`src/rtl/spi_req_arbiter_if.sv`:
```
// spi_req_arbiter_if
//   Bundle of the requester handshake, the SPI core handshake and the
//   arbiter status outputs for spi_req_arbiter.
//   slave  modport : arbiter side (drives req_ready, spi_start, spi_data,
//                    grant_id, arb_busy, err_timeout)
//   master modport : environment side (drives req_valid, req_data,
//                    spi_busy, spi_done)
//   N_REQ / DATA_W must match the parameters of the connected arbiter.
interface spi_req_arbiter_if #(
    parameter int N_REQ  = 4,
    parameter int DATA_W = 16
);
    localparam int ID_W = $clog2(N_REQ);

    logic [N_REQ-1:0]        req_valid;
    logic [N_REQ*DATA_W-1:0] req_data;
    logic [N_REQ-1:0]        req_ready;
    logic                    spi_start;
    logic [DATA_W-1:0]       spi_data;
    logic                    spi_busy;
    logic                    spi_done;
    logic [ID_W-1:0]         grant_id;
    logic                    arb_busy;
    logic                    err_timeout;

    modport slave (
        input  req_valid, req_data, spi_busy, spi_done,
        output req_ready, spi_start, spi_data, grant_id, arb_busy, err_timeout
    );

    modport master (
        output req_valid, req_data, spi_busy, spi_done,
        input  req_ready, spi_start, spi_data, grant_id, arb_busy, err_timeout
    );
endinterface

```
`src/rtl/spi_req_arbiter.sv`:
```
// spi_req_arbiter
//   Round-robin arbiter letting N_REQ requesters share one SPI transmitter.
//   One frame is in flight at a time: IDLE -> START -> WAIT -> GAP -> IDLE.
//
// Ports
//   clk_100 : system clock, rising edge
//   a_rst_n : asynchronous active-low reset; release synchronised internally
//   bus     : spi_req_arbiter_if.slave
//             req_valid/req_data/req_ready : requester handshake (one-hot ready)
//             spi_start/spi_data           : start pulse and latched word to core
//             spi_busy/spi_done            : core status
//             grant_id, arb_busy           : owner of current frame, not-IDLE
//             err_timeout                  : watchdog abort pulse
//
// Parameters
//   N_REQ (2..8), DATA_W, GAP_CYC (idle cycles after a frame, 0 allowed),
//   TIMEOUT_CYC (watchdog limit in WAIT cycles)
//
// Build option
//   SPI_ARB_TIMEOUT_EN : when defined, a watchdog aborts a WAIT that lasts
//   TIMEOUT_CYC cycles. When undefined, err_timeout is 0 and WAIT holds
//   until spi_done.
module spi_req_arbiter #(
    parameter int N_REQ       = 4,
    parameter int DATA_W      = 16,
    parameter int GAP_CYC     = 4,
    parameter int TIMEOUT_CYC = 1024
) (
    input logic                clk_100,
    input logic                a_rst_n,
    spi_req_arbiter_if.slave   bus
);
    localparam int ID_W  = $clog2(N_REQ);
    localparam int GAP_W = (GAP_CYC > 1) ? $clog2(GAP_CYC) : 1;
    localparam logic [GAP_W-1:0] GAP_LAST = GAP_W'((GAP_CYC > 0) ? GAP_CYC - 1 : 0);

    typedef enum logic [1:0] {IDLE, START, WAIT, GAP} state_t;

    // Reset: assertion is immediate, release waits two clk_100 edges so
    // every flop leaves reset on the same clean edge.
    logic [1:0] rst_sync;
    logic       rst_n;

    always_ff @(posedge clk_100 or negedge a_rst_n) begin
        if (!a_rst_n) rst_sync <= 2'b00;
        else          rst_sync <= {rst_sync[0], 1'b1};
    end

    assign rst_n = rst_sync[1];

    state_t            state, state_nxt;
    logic [ID_W-1:0]   rr_ptr;
    logic [DATA_W-1:0] spi_data_q;
    logic [ID_W-1:0]   grant_q;
    logic [GAP_W-1:0]  gap_cnt;
    logic              wd_expire;

    // Round-robin pick: first valid requester at or above rr_ptr, wrapping.
    logic [N_REQ-1:0]  sel;
    logic              sel_any;
    logic [ID_W-1:0]   sel_id;
    logic [ID_W-1:0]   ptr_nxt;
    logic [DATA_W-1:0] sel_data;
    int                idx;

    always_comb begin
        sel     = '0;
        sel_any = 1'b0;
        sel_id  = '0;
        ptr_nxt = '0;
        idx     = 0;
        for (int k = 0; k < N_REQ; k++) begin
            idx = int'(rr_ptr) + k;
            if (idx >= N_REQ) idx = idx - N_REQ;
            if (!sel_any && bus.req_valid[ID_W'(idx)]) begin
                sel_any            = 1'b1;
                sel[ID_W'(idx)]    = 1'b1;
                sel_id             = ID_W'(idx);
                ptr_nxt            = (idx == N_REQ - 1) ? '0 : ID_W'(idx + 1);
            end
        end
    end

    always_comb begin
        sel_data = '0;
        for (int j = 0; j < N_REQ; j++) begin
            if (sel[j]) sel_data = bus.req_data[j*DATA_W +: DATA_W];
        end
    end

    // FSM next state and combinational outputs
    logic [N_REQ-1:0] ready;
    logic             start;

    always_comb begin
        state_nxt = state;
        ready     = '0;
        start     = 1'b0;
        case (state)
            IDLE: begin
                // no acceptance while the reset release is still in flight
                if (rst_n) begin
                    ready = sel;
                    if (sel_any) state_nxt = START;
                end
            end
            START: begin
                if (!bus.spi_busy) begin
                    start     = 1'b1;
                    state_nxt = WAIT;
                end
            end
            WAIT: begin
                // a timeout is handled exactly like a completed frame
                if (bus.spi_done || wd_expire)
                    state_nxt = (GAP_CYC == 0) ? IDLE : GAP;
            end
            GAP: begin
                if (gap_cnt == GAP_LAST) state_nxt = IDLE;
            end
            default: state_nxt = IDLE;
        endcase
    end

    always_ff @(posedge clk_100 or negedge rst_n) begin
        if (!rst_n) begin
            state      <= IDLE;
            rr_ptr     <= '0;
            spi_data_q <= '0;
            grant_q    <= '0;
            gap_cnt    <= '0;
        end else begin
            state <= state_nxt;
            if (state == IDLE && sel_any) begin
                spi_data_q <= sel_data;
                grant_q    <= sel_id;
                rr_ptr     <= ptr_nxt;
            end
            if (state == GAP && state_nxt == GAP) gap_cnt <= gap_cnt + 1'b1;
            else                                  gap_cnt <= '0;
        end
    end

`ifdef SPI_ARB_TIMEOUT_EN
    localparam int WD_W = $clog2(TIMEOUT_CYC + 1);
    logic [WD_W-1:0] wd_cnt;

    // wd_cnt holds k-1 in the k-th WAIT cycle, so the abort lands on
    // WAIT cycle TIMEOUT_CYC.
    always_ff @(posedge clk_100 or negedge rst_n) begin
        if (!rst_n)                               wd_cnt <= '0;
        else if (state == WAIT && state_nxt == WAIT) wd_cnt <= wd_cnt + 1'b1;
        else                                      wd_cnt <= '0;
    end

    assign wd_expire       = (wd_cnt == WD_W'(TIMEOUT_CYC - 1));
    // a spi_done arriving on the limit cycle wins: no error reported
    assign bus.err_timeout = (state == WAIT) && wd_expire && !bus.spi_done;
`else
    assign wd_expire       = 1'b0;
    assign bus.err_timeout = 1'b0;
`endif

    assign bus.req_ready = ready;
    assign bus.spi_start = start;
    assign bus.spi_data  = spi_data_q;
    assign bus.grant_id  = grant_q;
    assign bus.arb_busy  = (state != IDLE);
endmodule

```
`src/flat_wrapper.sv`:
```
// flat-port wrapper written by rule: the top's interface ports become plain ports
module spi_req_arbiter_flat 
#(
    parameter int N_REQ       = 4,
    parameter int DATA_W      = 16,
    parameter int GAP_CYC     = 4,
    parameter int TIMEOUT_CYC = 1024
)
  (clk_100, a_rst_n, bus_req_valid, bus_req_data, bus_spi_busy, bus_spi_done, bus_req_ready, bus_spi_start, bus_spi_data, bus_grant_id, bus_arb_busy, bus_err_timeout);
  spi_req_arbiter_if #(.N_REQ(N_REQ), .DATA_W(DATA_W)) bus_i ();
  input logic clk_100;
  input logic a_rst_n;
  input wire logic [$bits(bus_i.req_valid)-1:0] bus_req_valid;
  input wire logic [$bits(bus_i.req_data)-1:0] bus_req_data;
  input wire logic [$bits(bus_i.spi_busy)-1:0] bus_spi_busy;
  input wire logic [$bits(bus_i.spi_done)-1:0] bus_spi_done;
  output wire logic [$bits(bus_i.req_ready)-1:0] bus_req_ready;
  output wire logic [$bits(bus_i.spi_start)-1:0] bus_spi_start;
  output wire logic [$bits(bus_i.spi_data)-1:0] bus_spi_data;
  output wire logic [$bits(bus_i.grant_id)-1:0] bus_grant_id;
  output wire logic [$bits(bus_i.arb_busy)-1:0] bus_arb_busy;
  output wire logic [$bits(bus_i.err_timeout)-1:0] bus_err_timeout;
  assign bus_i.req_valid = bus_req_valid;
  assign bus_i.req_data = bus_req_data;
  assign bus_i.spi_busy = bus_spi_busy;
  assign bus_i.spi_done = bus_spi_done;
  assign bus_req_ready = bus_i.req_ready;
  assign bus_spi_start = bus_i.spi_start;
  assign bus_spi_data = bus_i.spi_data;
  assign bus_grant_id = bus_i.grant_id;
  assign bus_arb_busy = bus_i.arb_busy;
  assign bus_err_timeout = bus_i.err_timeout;
  spi_req_arbiter #(.N_REQ(N_REQ), .DATA_W(DATA_W), .GAP_CYC(GAP_CYC), .TIMEOUT_CYC(TIMEOUT_CYC)) u_core (.clk_100(clk_100), .a_rst_n(a_rst_n), .bus(bus_i));
endmodule
```
`config.mk`:
```
export PLATFORM = sky130hd
export DESIGN_NAME = spi_req_arbiter_flat
export DESIGN_NICKNAME = d
export VERILOG_FILES = /design/src/rtl/spi_req_arbiter_if.sv /design/src/rtl/spi_req_arbiter.sv /design/src/flat_wrapper.sv
export SDC_FILE = /design/constraint.sdc
export NUM_CORES = 1
export LEC_CHECK = 0
export CAP_MARGIN = 10
export CORE_ASPECT_RATIO = 1.1
export CORE_MARGIN = 2
export CORE_UTILIZATION = 46
export CTS_CLUSTER_DIAMETER = 50
export CTS_CLUSTER_SIZE = 24
export DETAILED_ROUTE_END_ITERATION = 10
export GPL_TIMING_DRIVEN = 0
export PLACE_DENSITY = 0.86
export SLEW_MARGIN = 20
export SYNTH_ARGS = -nofsm -noshare
export SYNTH_HDL_FRONTEND = slang
export SYNTH_SLANG_ARGS = --single-unit
```
`constraint.sdc`:
```
create_clock -name clk_100 -period 9.8 [get_ports clk_100]
set_clock_uncertainty 0.05 [all_clocks]
set_input_delay 1.47 -clock clk_100 [delete_from_list [all_inputs] [get_ports clk_100]]
set_output_delay 1.47 -clock clk_100 [all_outputs]
set_load 0.1 [all_outputs]
```
Run 1, wiring by layer:
Scale bar: 20 microns.
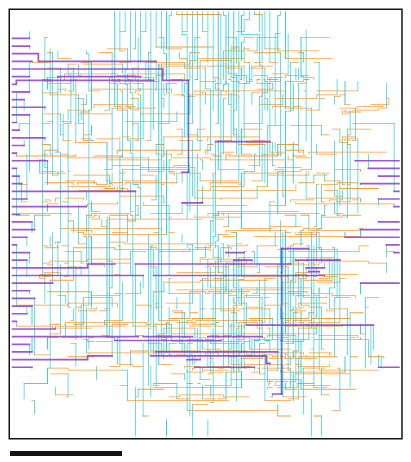
[blue] metal 4 | wire length: 42.2 microns
[purple] metal 3 | wire length: 600 microns
[orange] metal 1 | wire length: 2,550 microns
[cyan] metal 2 | wire length: 3,060 microns
vias post-DR: 2,317
detail-routed net length per standard cell: 15.3 microns

Run 1, pin map:
Pins as bars across the die edge, other pins in grey.
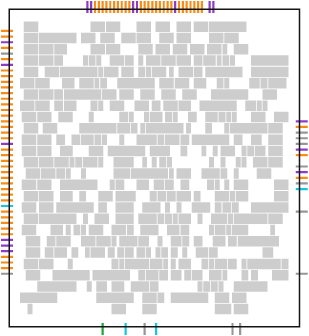
[green] `bus_err_timeout` | pins: 1 | direction: output | edge: bottom
[cyan] `bus_req_ready` | pins: 4 | direction: output | edge: 2 bottom, 1 left, 1 right
[orange] `bus_req_data` | pins: 64 | direction: input | edge: 35 left, 26 top, 3 right
[purple] `bus_spi_data` | pins: 16 | direction: output | edge: 7 top, 6 left, 3 right
all pins by edge: 44 left, 33 top, 14 right, 6 bottom

Run 1, clock distribution:
Scale bar: 20 microns.
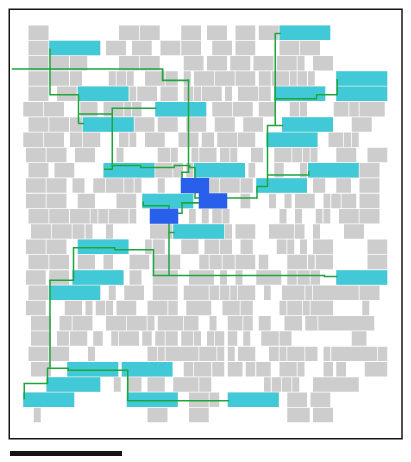
[blue] clock drivers | count: 3
[green] clock wires | length: 346 microns
[cyan] flip-flops | count: 26
flops lie: spread over the die

==> flow_metrics.tcl, run 1 <==
# place-and-route summary
set metrics [dict create \
    status "finished, final reports clean" \
    worstMarginPinSlew_ps 1010 \
    grt_start_max_net_pins 27 \
    cp-end-kind "output pin" \
    cts.repair_timing.setup_buffer_count 0 \
    yosys_warnings 0 \
    cts_max_path_buffers 2 \
    floorplan.initialDensity_pct 47.4 \
    grt_antenna_before_repair 0 \
    route.antenna.remaining_nets 0 \
    setup.worst_path.start_class "input pin" \
    finalHoldWorstSlack_ps 232 \
    final.setup.worst_slack_ps 3100 \
    p_leak_uw 0.00127 \
    reg2reg_to "u_core.bus.spi_data[15]" \
    fmax_mhz 149 \
    wire_length_of_the_first_global_routing_pass_microns 10300 \
    fin_crit_sh_pct 68.4 \
    total_power_uw 1200 \
    detailedRoute.firstIterationViolations 148 \
    floorplan.core_area_sq_um 4590 \
    post-dp-hpwl_microns 4970 \
    critical_path.reg2reg.startpoint "u_core.rr_ptr[0]" \
    root_buffer "sky130_fd_sc_hd__clkbuf_8" \
    maximum_fanout_along_the_worst_path 10 \
    worst_vdd_drop_uv 181 \
    crit_path_start "bus_req_valid[1]" \
    synth-area-yosys_sq_um 2170 \
    finalSetupTns_ps 0 \
    fill_cells 389 \
    clock_tree_from_tritoncts "done" \
    max_cap_viols 0 \
    mi_logic_area_sq_um 1390 \
    synthDominantCellAreaShare_pct 29.9 \
    worst_skew_pair.late_latency_ps 270 \
]
## run 1: power breakdown
group	switching [uW]	internal, uW	total (uW)
sequential	34.1	157	192
combinational	615	326	941
clock	34.6	35.9	70.5
total	684	520	1200
## run 1: kinds of logic after synthesis
family          after synthesis  synth area share [%]
mux                           9                  5.98
simple gates                108                  24.5
flops                        26                  29.9
other cells                   2                 0.345
buf+inv                      27                  5.98
compound gates               74                  28.1
fa+ha+maj                     9                  5.18
## run 1: layout make-up
type / instances / share of cell area (%)
multi-input cells: 202 / 43.0
repair buffers: 94 / 29.0
flip-flops and latches: 26 / 20.1
plain buffers: 21 / 3.32
well taps: 56 / 2.16
clock buffers: 4 / 1.70
inverters: 6 / 0.695
## Run 2: what changed since run 1
Settings changed: CORE_UTILIZATION 46 to 42, PLACE_DENSITY 0.86 to 0.79.
Clock period 9.8 ns to 6.7 ns, I/O delays scaled along.
==> flow_metrics.tcl, run 2 <==
# place-and-route summary
set metrics [dict create \
    post_synth_ao_oa_area_fraction_pct 28.1 \
    p_leak_uw 0.00128 \
    total_power_uw 1800 \
    vias 2362 \
    flop-count 26 \
    cts.repair_timing.setup_buffer_count 0 \
    final.setup.worst_slack_ps 435 \
    fmax_mhz 160 \
    worst_vdd_drop_uv 279 \
    post-dp-hpwl_microns 5210 \
    final.signal_inverter_count 6 \
    wire_length_of_the_first_global_routing_pass_microns 11000 \
    mi_logic_area_sq_um 1390 \
    cp-end-kind "output pin" \
    floorplan.initialDensity_pct 43.5 \
    taps 58 \
    root_buffer "sky130_fd_sc_hd__clkbuf_8" \
    layout.comb_gates.multi_input 202 \
    status "finished, final reports clean" \
    synth.mux.area_fraction_pct 5.98 \
    pg_comb_uw 1380 \
    wl_per_cell_microns 16.1 \
    power_switching_share_pct 56.2 \
    power_report.internal_total_uw 787 \
]
## run 2: routing by layer
metal / part of all wire, % / routed length [microns] / global-route usage (%)
met5: 0 / 0 / 0
met2: 51 / 3360 / 42.0
met4: 1.7 / 116 / 6.67
met1: 42 / 2760 / 30.3
met3: 6.0 / 398 / 4.04
## run 2: path summary, 6_finish.rpt
check,from,end,slack [ps],depth (start not counted)
max in group asynchronous,a_rst_n,u_core.rst_sync[1],5640,1
max,u_core.rr_ptr[0],bus_req_ready[2],430,12
min in group clk_100,u_core.rst_sync[0],u_core.rst_sync[1],310,0
min reg2reg,u_core.rst_sync[1],u_core.rr_ptr[0],220,0
max reg2reg,u_core.rr_ptr[0],u_core.bus.spi_data[8],2560,12
min,u_core.rst_sync[1],u_core.rr_ptr[0],220,0
Run 2, pin map:
Pins as bars across the die edge, other pins in grey.
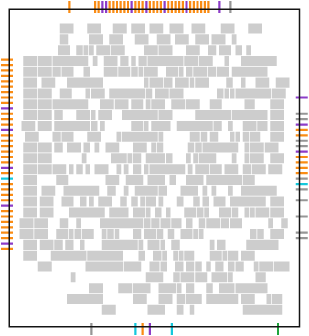
[purple] `bus_spi_data` | pins: 16 | direction: output | edge: 7 top, 5 left, 3 right, 1 bottom
[orange] `bus_req_data` | pins: 64 | direction: input | edge: 30 left, 27 top, 6 right, 1 bottom
[cyan] `bus_req_ready` | pins: 4 | direction: output | edge: 2 bottom, 1 left, 1 right
[green] `bus_err_timeout` | pins: 1 | direction: output | edge: bottom

Run 2, wiring by layer:
Scale bar: 20 microns.
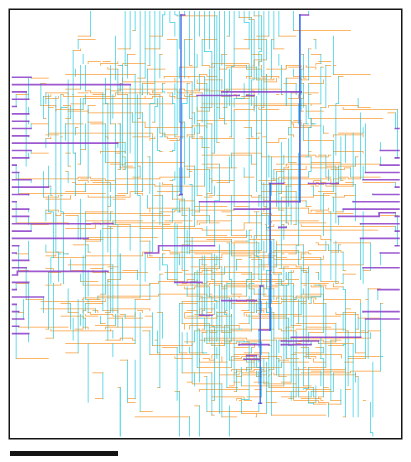
[orange] metal 1 | wire length: 2,760 microns
[blue] metal 4 | wire length: 117 microns
[cyan] metal 2 | wire length: 3,360 microns
[purple] metal 3 | wire length: 398 microns

Run 2, sequential cells grouped by signal name:
Other sequential cells in the stronger grey, the rest of the logic in the fainter grey.
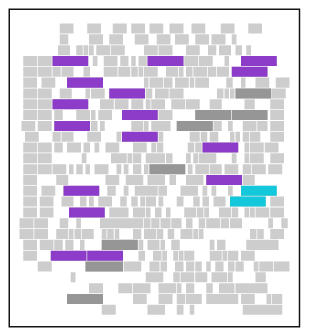
[cyan] `u_core.bus.grant_id` | flops: 2
[purple] `u_core.bus.spi_data` | flops: 16
register fraction of the total cell area: 20.0%
power in sequential cells: 281 uW

Power and IR drop assume default switching activity.
